$ cat src/rtl/axis_pkg.sv
// rtl/axis_pkg.sv - shared beat type and width helpers for the packet FIFO
package axis_pkg;

    localparam int DEF_DEPTH = 16;
    localparam int DEF_WIDTH = 8;

    typedef struct packed {
        logic                 last;
        logic [DEF_WIDTH-1:0] data;
    } beat_t;

    function automatic int ptr_w(input int depth);
        return (depth > 1) ? $clog2(depth) : 1;
    endfunction

    // Occupancy needs one extra bit so that "full" (== DEPTH) is representable.
    function automatic int lvl_w(input int depth);
        return ptr_w(depth) + 1;
    endfunction

endpackage

$ cat src/rtl/fifo_ram.sv
// rtl/fifo_ram.sv - DEPTH x WORD_W array, synchronous write, asynchronous read
module fifo_ram #(
    parameter int DEPTH  = 16,
    parameter int WORD_W = 9,
    parameter int AW     = $clog2(DEPTH)
) (
    input  logic              CLK,
    input  logic              we_i,
    input  logic [AW-1:0]     waddr_i,
    input  logic [WORD_W-1:0] wdata_i,
    input  logic [AW-1:0]     raddr_i,
    output logic [WORD_W-1:0] rdata_o
);

    logic [WORD_W-1:0] mem_q [DEPTH];

    always_ff @(posedge CLK) begin
        if (we_i) begin
            mem_q[waddr_i] <= wdata_i;
        end
    end

    assign rdata_o = mem_q[raddr_i];

endmodule

$ cat src/rtl/axis_pkt_fifo.sv
// rtl/axis_pkt_fifo.sv - first-word-fall-through stream FIFO, cut-through or store-and-forward
module axis_pkt_fifo
    import axis_pkg::*;
#(
    parameter int DEPTH    = DEF_DEPTH,
    parameter int WIDTH    = DEF_WIDTH,
    parameter int PKT_MODE = 0,
    parameter int AF_LVL   = DEPTH - 2,
    parameter int AE_LVL   = 2
) (
    input  logic                    CLK,
    input  logic                    Reset,
    input  logic [WIDTH-1:0]        S_TData,
    input  logic                    S_TValid,
    input  logic                    S_TLast,
    output logic                    S_TReady,
    output logic [WIDTH-1:0]        M_TData,
    output logic                    M_TValid,
    output logic                    M_TLast,
    input  logic                    M_TReady,
    input  logic                    Flush,
    output logic                    isEmpty,
    output logic                    isFull,
    output logic [$clog2(DEPTH):0]  Level,
    output logic                    AlmostFull,
    output logic                    AlmostEmpty,
    output logic [$clog2(DEPTH):0]  PktCount,
    output logic                    Overrun
);

    localparam int PW = ptr_w(DEPTH);
    localparam int LW = lvl_w(DEPTH);
    localparam logic [LW-1:0] FULL_L = LW'(DEPTH);
    localparam logic [LW-1:0] AF_L   = LW'(AF_LVL);
    localparam logic [LW-1:0] AE_L   = LW'(AE_LVL);

    logic [PW-1:0] wr_ptr_q, wr_ptr_d, rd_ptr_q, rd_ptr_d;
    logic [LW-1:0] level_q, level_d, pkt_q, pkt_d;
    logic          release_q, release_d;
    logic          overrun_q, overrun_d;
    logic          af_q, af_d, ae_q, ae_d;
    logic          is_empty, is_full, m_valid, wr_beat, rd_beat, oversize;
    logic [WIDTH:0] rd_word;

    fifo_ram #(
        .DEPTH  (DEPTH),
        .WORD_W (WIDTH + 1),
        .AW     (PW)
    ) u_ram (
        .CLK     (CLK),
        .we_i    (wr_beat),
        .waddr_i (wr_ptr_q),
        .wdata_i ({S_TLast, S_TData}),
        .raddr_i (rd_ptr_q),
        .rdata_o (rd_word)
    );

    assign is_empty = (level_q == '0);
    assign is_full  = (level_q == FULL_L);
    // A full FIFO holding no TLast can never complete a packet; let it stream.
    assign oversize = (PKT_MODE != 0) && is_full && (pkt_q == '0);
    assign m_valid  = (PKT_MODE != 0) ? (!is_empty && ((pkt_q != '0) || release_q)) : !is_empty;
    assign wr_beat  = S_TValid && !is_full;
    assign rd_beat  = m_valid && M_TReady;

    always_comb begin
        wr_ptr_d  = wr_ptr_q;
        rd_ptr_d  = rd_ptr_q;
        level_d   = level_q;
        pkt_d     = pkt_q;
        release_d = release_q;
        overrun_d = overrun_q | oversize;
        if (Flush) begin
            wr_ptr_d  = '0;
            rd_ptr_d  = '0;
            level_d   = '0;
            pkt_d     = '0;
            release_d = 1'b0;
        end else begin
            if (wr_beat) wr_ptr_d = wr_ptr_q + PW'(1);
            if (rd_beat) rd_ptr_d = rd_ptr_q + PW'(1);
            case ({wr_beat, rd_beat})
                2'b10:   level_d = level_q + LW'(1);
                2'b01:   level_d = level_q - LW'(1);
                default: level_d = level_q;
            endcase
            case ({wr_beat && S_TLast, rd_beat && rd_word[WIDTH]})
                2'b10:   pkt_d = pkt_q + LW'(1);
                2'b01:   pkt_d = pkt_q - LW'(1);
                default: pkt_d = pkt_q;
            endcase
            if (rd_beat && rd_word[WIDTH]) begin
                release_d = 1'b0;
            end else if (oversize) begin
                release_d = 1'b1;
            end
        end
        af_d = (level_d >= AF_L);
        ae_d = (level_d <= AE_L);
    end

    always_ff @(posedge CLK) begin
        if (!Reset) begin
            wr_ptr_q  <= '0;
            rd_ptr_q  <= '0;
            level_q   <= '0;
            pkt_q     <= '0;
            release_q <= 1'b0;
            overrun_q <= 1'b0;
            af_q      <= 1'b0;
            ae_q      <= 1'b1;
        end else begin
            wr_ptr_q  <= wr_ptr_d;
            rd_ptr_q  <= rd_ptr_d;
            level_q   <= level_d;
            pkt_q     <= pkt_d;
            release_q <= release_d;
            overrun_q <= overrun_d;
            af_q      <= af_d;
            ae_q      <= ae_d;
        end
    end

    assign S_TReady    = !is_full;
    assign M_TData     = rd_word[WIDTH-1:0];
    assign M_TLast     = rd_word[WIDTH];
    assign M_TValid    = m_valid;
    assign isEmpty     = is_empty;
    assign isFull      = is_full;
    assign Level       = level_q;
    assign PktCount    = pkt_q;
    assign AlmostFull  = af_q;
    assign AlmostEmpty = ae_q;
    assign Overrun     = overrun_q;

endmodule

$ cat config.mk
export PLATFORM = sky130hd
export DESIGN_NAME = axis_pkt_fifo
export DESIGN_NICKNAME = d
export VERILOG_FILES = /design/src/rtl/axis_pkg.sv /design/src/rtl/fifo_ram.sv /design/src/rtl/axis_pkt_fifo.sv
export SDC_FILE = /design/constraint.sdc
export NUM_CORES = 1
export LEC_CHECK = 0
export CELL_PAD_IN_SITES_DETAIL_PLACEMENT = 1
export CELL_PAD_IN_SITES_GLOBAL_PLACEMENT = 1
export CORE_AREA = 2 2 99 148
export DETAILED_ROUTE_END_ITERATION = 7
export DIE_AREA = 0 0 101 150
export HOLD_SLACK_MARGIN = 0.05
export PLACE_DENSITY = 0.72
export SLEW_MARGIN = 25
export SYNTH_ARGS = -nofsm -noshare
export SYNTH_HDL_FRONTEND = slang
export SYNTH_SLANG_ARGS = --single-unit
$ cat constraint.sdc
create_clock -name CLK -period 6.9 [get_ports CLK]
set_input_delay 1.38 -clock CLK [delete_from_list [all_inputs] [get_ports CLK]]
set_output_delay 1.38 -clock CLK [all_outputs]
set_load 0.005 [all_outputs]
==> flow_metrics.env <==
# yosys + openroad results
export IMPL_wl_per_cell_microns=24.6
export IMPL_numSynthFlops=168
export IMPL_taps=165
export IMPL_gp_congestion=0.801
export IMPL_yosys_warnings=0
export IMPL_chipWidth_microns=101
export IMPL_finalClockPeriodUsage=0.637
export IMPL_seq_area_frac=0.600
export IMPL_logic_family="multiplexers"
export IMPL_yosys_cells=365
export IMPL_final_nonclk_buf_share=0.0559
export IMPL_path_max_fanout=36
export IMPL_antenna_found_initial=0
export IMPL_clockRootBuffer="clkbuf_16"
export IMPL_peakVddDrop_mv=0.123
export IMPL_syn_area_sq_um=6790
export IMPL_num_vias=3433
export IMPL_nonClockBufferCount=47
export IMPL_nets=439
export IMPL_diodes=0
export IMPL_max_freq_ghz=0.228
export IMPL_mi_logic_area_sq_um=1860
export IMPL_cts_max_level=4
export IMPL_setup_viol=0
export IMPL_met1_usage=0.240
export IMPL_clkCellAreaFrac=0.0821
export IMPL_maxSlewHeadroom=0.447
export IMPL_ctsResizeCount=0
export IMPL_clkTransAtPathRegs_ns=0.06
export IMPL_grt_pass1_wl_microns=22200
export IMPL_xor_share=0.0168
export IMPL_aoi_share=0.0230
export IMPL_cp_depth=4
export IMPL_reg2reg_depth=11
export IMPL_area_leaders="edfxtp_1 (64%), mux4_2 (13%), dfxtp_1 (7.1%)"
export IMPL_endpoint_kind="output pin"
export IMPL_cp_num_buf_inv=2
export IMPL_use_met2=0.372
export IMPL_criticalPathCategory="flip-flop to output pin"
export IMPL_cp_data_arrival_time_ns=3.01
export IMPL_cpLargestDelayFamily="multiplexers"
export IMPL_edf_count=144
export IMPL_warnings=30
export IMPL_ys_sh_simple=0.0479
export IMPL_outcome="completed"
export IMPL_synth_cells=365
export IMPL_min_from="PktCount[4]"
export IMPL_comb_share=0.232
logic make-up (layout without fill, tap and decap cells):
| family | Yosys count | count (layout) |
|---|---|---|
| AND-OR/OR-AND | 25 | 25 |
| flip-flops | 168 | 168 |
| other | 1 | 1 |
| XOR/XNOR | 13 | 13 |
| multiplexers | 48 | 48 |
| AND/OR/NAND/NOR | 67 | 67 |
| buffers and inverters | 30 | 90 |
| adder cells (fa/ha/maj) | 13 | 13 |
cells in the final DEF (no fill, tap or decap), drive strengths merged, types with 9 or more instances in the layout:
cell and n:
a21oi 11, buf 9, clkbuf 20, clkdlybuf4s50 38, dfxtp 24, edfxtp 144
ha 12, inv 13, mux4 45, nand2 10, nor2 29, xor2 9
power groups by stage:
| stage | clock network [mW] | registers [mW] | logic [mW] |
|---|---|---|---|
| after floorplan | 0 | 1.14 | 0.0497 |
| after global placement | 0 | 1.14 | 0.0931 |
| after detailed placement | 0 | 1.14 | 0.0963 |
| after CTS | 1.07 | 1.12 | 0.0972 |
| after global routing | 1.10 | 1.12 | 0.105 |
| final | 1.05 | 1.12 | 0.0951 |
per-stage QoR:
stage          worst slack [ns]  hold slack (ns)  total power [mW]
6_report                   2.51            0.506              2.26
5_1_grt                    2.38            0.549              2.32
4_1_cts                    2.46            0.506              2.28
3_5_place_dp               2.43            0.490              1.23
3_3_place_gp               2.62            0.481              1.23
2_1_floorplan              3.30            0.470              1.18
flip-flops by register name, summed over array words and instances, names as in the netlist, named ones only:
| signal | flops |
|---|---|
| u_ram.mem_q | 144 |
| Level | 5 |
| PktCount | 5 |
| rd_ptr_q | 4 |
| wr_ptr_q | 4 |
| AlmostEmpty | 1 |
| AlmostFull | 1 |
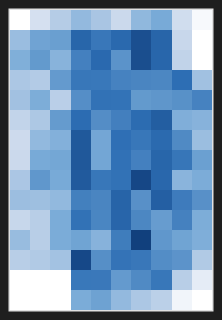
(cell area per tile)
Scale: 2 px per micron. The die is cut into 10 by 15 equal tiles; white is low, dark blue is high, 0 to 100% covered.
nearly empty tiles = 6.7%
emptiest ninth of the die = south-west
fullest tile = 94%
mean over tiles = 52%
densest ninth of the die = centre
tiles over 75% full = 15%

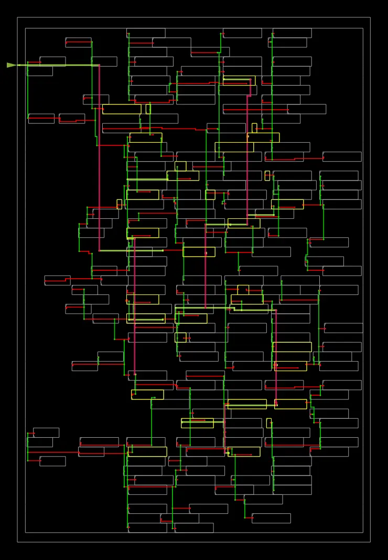
(clock wiring as the flow saved it)
P_clk: 1.05 mW
num sequential: 168
CTS Sinks: 168
CTS buffer count: 17

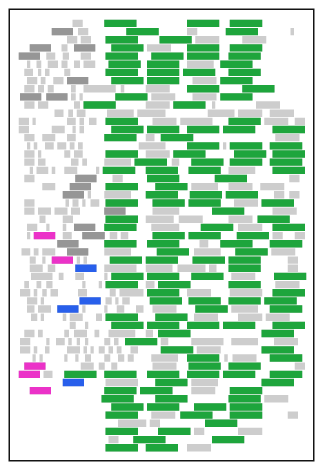
(sequential cells grouped by signal name)
Scale: 3 px per micron. Other sequential cells in the stronger grey, the rest of the logic in the fainter grey.
wr_ptr_q -> blue  # sequential cells 4
u_ram.mem_q -> green  # sequential cells 144
PktCount -> magenta  # sequential cells 5, where south-west

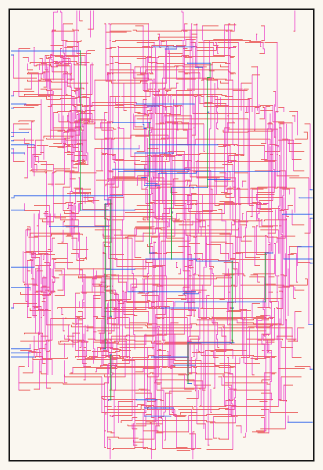
(routed metal, one colour a layer)
Scale: 3 px per micron.
met2 -> magenta  # wire length 8,020 microns
met4 -> green  # wire length 322 microns
met1 -> red  # wire length 5,550 microns
met3 -> blue  # wire length 616 microns

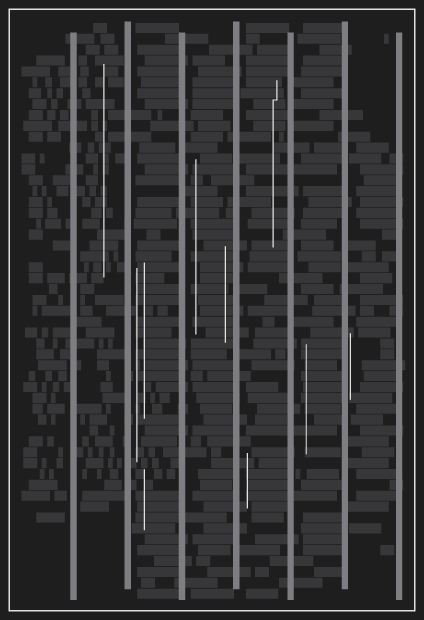
(the metal 4 layer)
Scale: 4 px per micron. Supply wires on this layer in grey. Cells faint in the background.
wire length on this layer = 322 microns
share of all routed wire = 2.2%

Power and IR drop assume default switching activity.
